==> src/rtl/btn_debounce.sv <==
// Push-button conditioner: two-flop synchronizer, debounce/long-press FSM,
// registered level and strobes, and a count of completed short presses.
module btn_debounce #(
    parameter int unsigned DEBOUNCE_CYCLES   = 16000,
    parameter int unsigned LONG_PRESS_CYCLES = 8000000,
    parameter bit          BTN_ACTIVE_LOW    = 1'b1
) (
    input  logic       clk_16mhz,
    input  logic       rst,
    input  logic       btn_usr,
    output logic       btn_level,
    output logic       press_pulse,
    output logic       release_pulse,
    output logic       long_press_pulse,
    output logic [7:0] press_count
);

    localparam int unsigned MAX_CNT = (DEBOUNCE_CYCLES > LONG_PRESS_CYCLES) ?
                                      DEBOUNCE_CYCLES - 1 : LONG_PRESS_CYCLES - 1;
    localparam int unsigned CNT_W   = (MAX_CNT < 2) ? 1 : $clog2(MAX_CNT + 1);
    localparam logic [CNT_W-1:0] DEB_LAST  = CNT_W'(DEBOUNCE_CYCLES - 1);
    localparam logic [CNT_W-1:0] LONG_LAST = CNT_W'(LONG_PRESS_CYCLES - 1);
    localparam logic [CNT_W-1:0] CNT_ONE   = CNT_W'(1);

    typedef enum logic [2:0] {
        IDLE      = 3'd0,
        PRESS_DEB = 3'd1,
        PRESSED   = 3'd2,
        LONG_HELD = 3'd3,
        REL_DEB   = 3'd4
    } state_t;

    state_t           state_q, state_d;
    logic [1:0]       sync_q;
    logic [CNT_W-1:0] deb_q, deb_d;
    logic [CNT_W-1:0] hold_q, hold_d;
    logic             from_long_q, from_long_d;
    logic             level_q, level_d;
    logic             press_q, press_d;
    logic             rel_q, rel_d;
    logic             long_q, long_d;
    logic [7:0]       count_q, count_d;
    logic             pressed;

    // Synchronizer idles at the unpressed raw level so reset never looks like a press.
    always_ff @(posedge clk_16mhz or posedge rst) begin
        if (rst) begin
            sync_q <= {2{BTN_ACTIVE_LOW}};
        end else begin
            sync_q <= {sync_q[0], btn_usr};
        end
    end

    assign pressed = sync_q[1] ^ BTN_ACTIVE_LOW;

    always_ff @(posedge clk_16mhz or posedge rst) begin
        if (rst) begin
            state_q     <= IDLE;
            deb_q       <= '0;
            hold_q      <= '0;
            from_long_q <= 1'b0;
            level_q     <= 1'b0;
            press_q     <= 1'b0;
            rel_q       <= 1'b0;
            long_q      <= 1'b0;
            count_q     <= '0;
        end else begin
            state_q     <= state_d;
            deb_q       <= deb_d;
            hold_q      <= hold_d;
            from_long_q <= from_long_d;
            level_q     <= level_d;
            press_q     <= press_d;
            rel_q       <= rel_d;
            long_q      <= long_d;
            count_q     <= count_d;
        end
    end

    always_comb begin
        state_d     = state_q;
        deb_d       = deb_q;
        hold_d      = hold_q;
        from_long_d = from_long_q;
        level_d     = level_q;
        press_d     = 1'b0;
        rel_d       = 1'b0;
        long_d      = 1'b0;
        count_d     = count_q;

        case (state_q)
            IDLE: begin
                if (pressed) begin
                    state_d = PRESS_DEB;
                    deb_d   = '0;
                end
            end
            PRESS_DEB: begin
                if (!pressed) begin
                    state_d = IDLE;
                    deb_d   = '0;
                end else if (deb_q == DEB_LAST) begin
                    state_d = PRESSED;
                    level_d = 1'b1;
                    press_d = 1'b1;
                    hold_d  = '0;
                end else begin
                    deb_d = deb_q + CNT_ONE;
                end
            end
            PRESSED: begin
                if (!pressed) begin
                    state_d     = REL_DEB;
                    deb_d       = '0;
                    from_long_d = 1'b0;
                end else if (hold_q == LONG_LAST) begin
                    state_d = LONG_HELD;
                    long_d  = 1'b1;
                end else begin
                    hold_d = hold_q + CNT_ONE;
                end
            end
            LONG_HELD: begin
                if (!pressed) begin
                    state_d     = REL_DEB;
                    deb_d       = '0;
                    from_long_d = 1'b1;
                end
            end
            REL_DEB: begin
                if (pressed) begin
                    // Returning edge counts as a held cycle, so the long-press
                    // deadline slips by exactly the cycles the button read released.
                    if (from_long_q) begin
                        state_d = LONG_HELD;
                    end else if (hold_q == LONG_LAST) begin
                        state_d = LONG_HELD;
                        long_d  = 1'b1;
                    end else begin
                        state_d = PRESSED;
                        hold_d  = hold_q + CNT_ONE;
                    end
                end else if (deb_q == DEB_LAST) begin
                    state_d = IDLE;
                    level_d = 1'b0;
                    rel_d   = 1'b1;
                    if (!from_long_q) begin
                        count_d = count_q + 8'd1;
                    end
                end else begin
                    deb_d = deb_q + CNT_ONE;
                end
            end
            default: begin
                state_d = IDLE;
            end
        endcase
    end

    assign btn_level        = level_q;
    assign press_pulse      = press_q;
    assign release_pulse    = rel_q;
    assign long_press_pulse = long_q;
    assign press_count      = count_q;

endmodule

==> config.mk <==
export PLATFORM = sky130hd
export DESIGN_NAME = btn_debounce
export DESIGN_NICKNAME = d
export VERILOG_FILES = /design/src/rtl/btn_debounce.sv
export SDC_FILE = /design/constraint.sdc
export NUM_CORES = 1
export LEC_CHECK = 0
export CAP_MARGIN = 40
export CORE_ASPECT_RATIO = 0.5
export CORE_MARGIN = 2
export CORE_UTILIZATION = 59
export DETAILED_ROUTE_END_ITERATION = 7
export MAX_ROUTING_LAYER = met4
export PLACE_DENSITY = 0.82
export RECOVER_POWER = 100
export SLEW_MARGIN = 25
export SYNTH_ARGS = -nofsm -noshare
export SYNTH_HDL_FRONTEND = slang
export SYNTH_SLANG_ARGS = --single-unit
==> constraint.sdc <==
create_clock -name clk_16mhz -period 3.9 [get_ports clk_16mhz]
set_input_delay 0.78 -clock clk_16mhz [delete_from_list [all_inputs] [get_ports clk_16mhz]]
set_output_delay 0.78 -clock clk_16mhz [all_outputs]
set_load 0.1 [all_outputs]
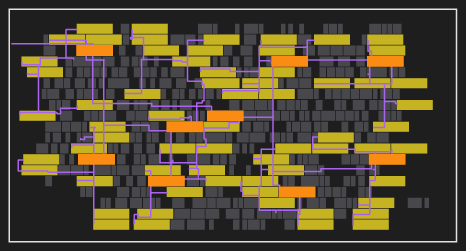
(routed clock nets over the placement)
Scale: 4 px per um.
orange -> clock-net drivers  # count 9
yellow -> flip-flops  # count 64
purple -> clock wires  # length 784 um
flops lie = all over the die
Setup Skew: 0.00538 ns
Late-Pin Clk Latency: 0.33 ns
Clock Power Share: 49.9%

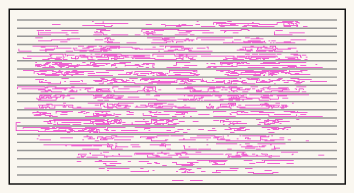
(M1 wires)
Scale: 3 px per um. Supply wires on this layer in gray.
main direction = horizontal
share of all routed wire = 43%
nets with wire on the layer = 364
wire length on this layer = 3,330 um
met1 usage: 32.4%
via count: 2,867

==> impl_metrics.toml <==
# synthesis and place-and-route metrics
[outcome]
outcome = "finished clean"

[worst_setup_path]
timing.critical_path.from = "deb_q[7]"
critPathArrivalTime_ns = 3.15
path_common_cell = "nor2_1"
crit_end = "hold_q[2]"
path_cells = "nor4_1, nand4_1, nor2_1, clkbuf_1, and3_1, nor2_1"
r2r-end = "hold_q[2]"
cp.required_ns = 4.07
r2r-start = "deb_q[7]"
cp-start-kind = "flip-flop"
r2r_cells = 6
critPathSlowestCell = "and3_1"
worst-path-buf-inv = 1
worstSetupEndpointType = "flip-flop"
rrSetupSlack_ns = 0.92
worst-setup-path-type = "flip-flop to flip-flop"
cpLargestDelayFamily = "simple AND/OR/NAND/NOR gates"

[global_routing]
grt-ovfl-total = 0
grtUsageMet2_pct = 45.2
antenna_found_initial = 0
grt_pass1_vias = 2833
grt_first_pass_wirelength_um = 13400
grt.busiest_layer = "met2"
grt.met3_usage_pct = 8.68
gr-usage-all-layers_pct = 27.5

[sta]
period_minus_slack_ns = 2.98
fin_ws_ns = 0.919
maxSlewHeadroom_pct = 18.4
fin_crit_sh_pct = 76.4
rsz0062_at_grt = "false"
finalSetupViolCount = 0
setup-tns-final_ns = 0
finalHoldViolations = 0
hold_ws_ns = 0.356
drv_slew = 0
worst_pin_slew_ns = 1.23

[detailed_routing]
wl_met2_um = 3890
wl_per_cell_um = 16.8
wl_um = 7800
routed_via_density = 6.18
top_layer = "met4"
met1_length_um = 3330
drt_iter0_markers = 197
ant_nets = 0
drtPass1Iterations = 4

[synthesis]
ys_cells = 360
top_area_cell = "dfrtp_1"
most_common_cell = "dfrtp_1"
ff_type = "dfrtp_1"
yosysWarnings = 0
ys_area_mm2 = 0.00341
yosys.area_share.aoi_pct = 8.89
top_cells_by_area = "dfrtp_1 (46%), nor2_1 (5.5%), xnor2_1 (4.9%), xor2_1 (4.6%), nand4_1 (3.7%)"
ys_ff = 64
synth_nets = 366
synth_area_mm2 = 0.00341
synthCells = 360
avgSynthCellArea_um2 = 9.46
xor_share_pct = 9.51
synth_top_area_share_pct = 45.5
ys_sh_simple_pct = 29.6
ys_async_sr_fraction_pct = 100
ys_sh_adder_pct = 1.10
synth-edff-count = 0
synth_seq_share_pct = 47.1
mux_area_share_pct = 0.955
topCombFamilyByArea = "simple AND/OR/NAND/NOR gates"
common_cells = "dfrtp_1 (62), nor2_1 (50), nand2_1 (23)"

[floorplan]
tapCellCount = 73
die_w_um = 111
dieArea_mm2 = 0.00644
fp_util_pct = 61.8
rows = 19
boundaryPins = 15
die_h_um = 57.7

[cts]
cts_hold_buf = 0
ctsHtreeMaxLevel = 3
cts_root_buffer = "clkbuf_16"
cts_tree = "yes"
cts_resized = 0
path_clk_slew_ns = 0.05
clk_path_buf_depth = 2
cts_inserted_buffers = 9

[layout]
stdcell_count = 464
comb_share_pct = 43.1
drive_above_1_share_pct = 6.65
final_util_pct = 70.2
nets = 392
nNonClkInverters = 6
lay_top_count = "dfrtp_1"
area_delta_synth_final_pct = 13.7
fill_cells = 388
n_antenna_cell = 0
combGateArea_mm2 = 0.00167
seq_share_pct = 41.4
biggestCellCategory = "combinational gates"
mostFrequentLayoutCells = "dfrtp_1 (62), nor2_1 (50), nand2_1 (23), nand3_1 (21), nand4_1 (21)"
logic_gate_count = 275
final-nonclk-buf-share_pct = 5.56
post-route-cell-area_mm2 = 0.00387
clk_share_pct = 7.01
buffers = 30

[worst_hold_path]
hold_class = "flip-flop to flip-flop"
holdPathEnd = "sync_q[1]"
holdPathStages = 0
min_from = "sync_q[0]"

[power_and_ir_drop]
pwr_density_cell_mw_per_mm2 = 375
ir_drop_mv = 0.306
powerClk_mw = 0.725
p_switching_mw = 0.305
intPower_mw = 1.15
combPwrFrac_pct = 3.5
p_total_mw = 1.45
seqPwrFrac_pct = 46.6
leakage_nw = 1.63
top_power_group = "the clock network"

[placed_design]
numPortBuffers = 14
hpwl_um = 5340
gp_congestion = 0.890
placed_cell_area_mm2 = 0.00377

[job]
cap_violations = 0
tool_warnings = 26
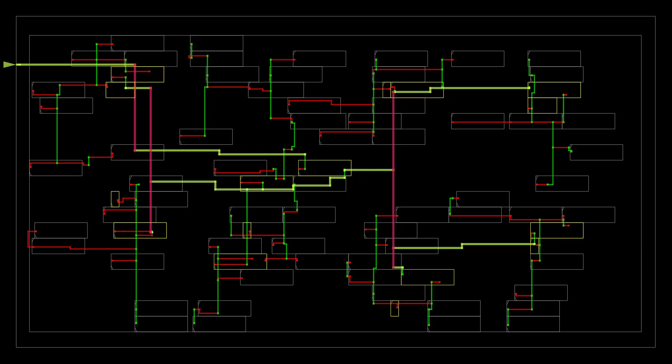
(clock routing)
clock sinks: 64
FF+latch count: 64

Power figures rest on the tool's default switching activity, not on a simulated workload.
